<file path="src/rtl/snn_image_loader.sv">
// Byte-stream image loader for the SNN core: unpacks packed pixels into the
// input-unit RAM, starts the core, and returns the classified digit as ASCII.
module snn_image_loader #(
   parameter int NUM_PIXELS = 784,
   parameter int ADDR_W     = 10
) (
   input  logic              clk,
   input  logic              rst,
   input  logic [7:0]        rx_data,
   input  logic              rx_valid,
   output logic              rx_ready,
   output logic [ADDR_W-1:0] ram_addr,
   output logic              ram_d,
   output logic              ram_we,
   input  logic [ADDR_W-1:0] core_addr,
   output logic              core_start,
   input  logic              core_done,
   input  logic [3:0]        core_digit,
   output logic [7:0]        res_data,
   output logic              res_valid,
   input  logic              res_ready,
   output logic              busy,
   output logic [7:0]        img_cnt
);

   localparam logic [2:0] S_LOAD   = 3'd0;
   localparam logic [2:0] S_UNPACK = 3'd1;
   localparam logic [2:0] S_START  = 3'd2;
   localparam logic [2:0] S_WAIT   = 3'd3;
   localparam logic [2:0] S_REPORT = 3'd4;

   localparam logic [ADDR_W-1:0] LAST_PIX = ADDR_W'(NUM_PIXELS - 1);

   logic [2:0]        state;
   logic [7:0]        shreg;
   logic [2:0]        bit_cnt;
   logic [ADDR_W-1:0] pix_addr;
   logic [3:0]        digit;

   always_ff @(posedge clk or posedge rst) begin
      if (rst) begin
         state    <= S_LOAD;
         shreg    <= '0;
         bit_cnt  <= '0;
         pix_addr <= '0;
         digit    <= '0;
         img_cnt  <= '0;
      end else begin
         case (state)
            S_LOAD: begin
               if (rx_valid) begin
                  shreg   <= rx_data;
                  bit_cnt <= '0;
                  state   <= S_UNPACK;
               end
            end
            S_UNPACK: begin
               shreg   <= {1'b0, shreg[7:1]};
               bit_cnt <= bit_cnt + 3'd1;
               // Hold the address on the final pixel so it never runs past the image.
               if (!(bit_cnt == 3'd7 && pix_addr == LAST_PIX))
                  pix_addr <= pix_addr + 1'b1;
               if (bit_cnt == 3'd7)
                  state <= (pix_addr == LAST_PIX) ? S_START : S_LOAD;
            end
            S_START: begin
               pix_addr <= '0;
               state    <= S_WAIT;
            end
            S_WAIT: begin
               if (core_done) begin
                  digit <= core_digit;
                  state <= S_REPORT;
               end
            end
            S_REPORT: begin
               if (res_ready) begin
                  img_cnt <= img_cnt + 8'd1;
                  state   <= S_LOAD;
               end
            end
            default: state <= S_LOAD;
         endcase
      end
   end

   assign rx_ready   = (state == S_LOAD);
   assign busy       = (state != S_LOAD);
   assign ram_we     = (state == S_UNPACK);
   assign ram_d      = shreg[0];
   assign core_start = (state == S_START);
   assign res_valid  = (state == S_REPORT);
   // The core owns the address port from START until the result is taken.
   assign ram_addr   = (state == S_LOAD || state == S_UNPACK) ? pix_addr : core_addr;
   assign res_data   = (digit > 4'd9) ? 8'h3F : (8'h30 + {4'h0, digit});

endmodule

</file>
<file path="config.mk">
export PLATFORM = sky130hd
export DESIGN_NAME = snn_image_loader
export DESIGN_NICKNAME = d
export VERILOG_FILES = /design/src/rtl/snn_image_loader.sv
export SDC_FILE = /design/constraint.sdc
export NUM_CORES = 1
export LEC_CHECK = 0
export CAP_MARGIN = 5
export CORE_MARGIN = 8
export CORE_UTILIZATION = 30
export DETAILED_ROUTE_END_ITERATION = 7
export GPL_TIMING_DRIVEN = 0
export SYNTH_ARGS = -nofsm -noshare
export SYNTH_HDL_FRONTEND = slang
export SYNTH_SLANG_ARGS = --single-unit
</file>
<file path="constraint.sdc">
create_clock -name clk -period 2.45 [get_ports clk]
set_input_delay 0.245 -clock clk [delete_from_list [all_inputs] [get_ports clk]]
set_output_delay 0.245 -clock clk [all_outputs]
set_load 0.005 [all_outputs]
</file>
**Gate-type map**

Scale bar: 20 um.
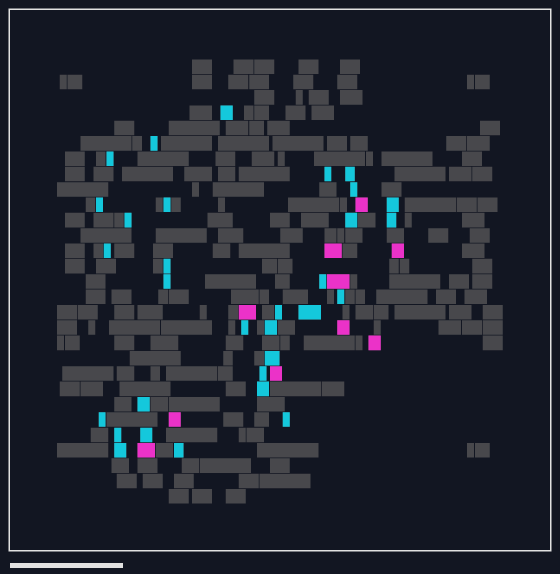
- NAND gates: cyan (cells 31)
- AND and OR gates: magenta (cells 10)
logic share of the area: 34.2%
dominant logic cell type in the layout: clkdlybuf4s50_1
non-filler instance count after layout: 321

**Placement view**

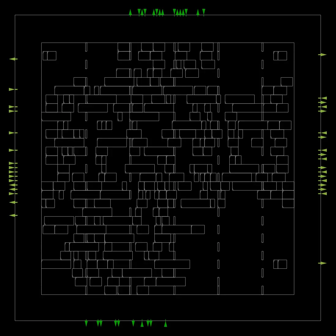
Util after Layout: 42.6%
Core Footprint: 0.00624 mm^2
Flops: 36
Fillers: 628
sequential share of cell area: 33.9%

==> job_summary.md <==
### Yosys + OpenROAD results

| Metric | Value |
|---|---|
| Status | completed |
| Slowest-stage cell, CP | clkdlybuf4s50_1 |
| Post-CTS setup buffers | 0 |
| Met1 Usage GRT | 13.1% |
| Origin of the worst setup path | state[1] |
| Reg area | 901 um^2 |
| Total GRT Usage | 10.7% |
| M3 GR Usage | 3.43% |
| Port bufs | 54 |
| First-iteration detailed-routing DRC count | 56 |
| Synth unique cells | 46 |
| Pre-CTS setup slack | 0.135 ns |
| Via count | 1511 |
| Clk pwr share | 22.3% |
| Hold Violations, Final | 0 |
| Period utilization | 93.9% |
| Stages on worst setup path | 5 |
| DRC Markers | 0 |
| Crit Path Category | reg -> out |
| WL met2 | 2090 um |
| Worst slew pin tran | 0.825 ns |
| Synth top area share | 47.2% |
| DRT Pass-1 Iters | 4 |
| Die X | 95.7 um |
| # Taps | 77 |
| Non-clock buffers | 66 |
| Critical Path Sink | ram_we |
| Worst reg2reg path depth | 6 |
| Main flop type | dfrtp_1 |
| Fp util | 30.6% |
| Worst EP arrival | 2.06 ns |
| Buffering overhead | 23.2% |
| Maxcap violations | 0 |
| Leading cell category by total area | logic gates |
| Leak pwr | 1.19 nW |
| Worst VDD drop | 0.432 mV |
| Flop+latch power | 0.908 mW |
| Total CTS buffers | 5 |
| Capturing point of the worst reg2reg path | pix_addr[9] |
| Mux share | 13.6% |
| DR vias/cell | 4.71 |
| Post-Synth Simple-Gate Area | 15.2% |
| Min cycle time layout | 2.30 ns |
| Largest Register | pix_addr |
| Clock sinks | 36 |
| Avg Cell Area, Syn | 10.5 um^2 |
| Clk buf depth | 2 |
| Max power group | sequential cells |
| Top cell family by delay on the critical path | buffers and inverters |
| # nets final | 274 |
| Flip-flops with a built-in enable | 0 |
| Chip area line of the yosys report | 0.00191 mm^2 |
| Combinational gate power | 0.905 mW |
| Hold WC Path Type | in -> async |
| Post-route design area | 0.00266 mm^2 |
| Final WS setup | 0.148 ns |
| PostCTS Resize Cnt | 1 |
| Slowest stage delay, CP | 0.53 ns |
| Ys cells | 181 |
| Pin count of the biggest net entering global routing | 37 |
| GRT overflow | 0 |
Power figures rest on the tool's default switching activity, not on a simulated workload.
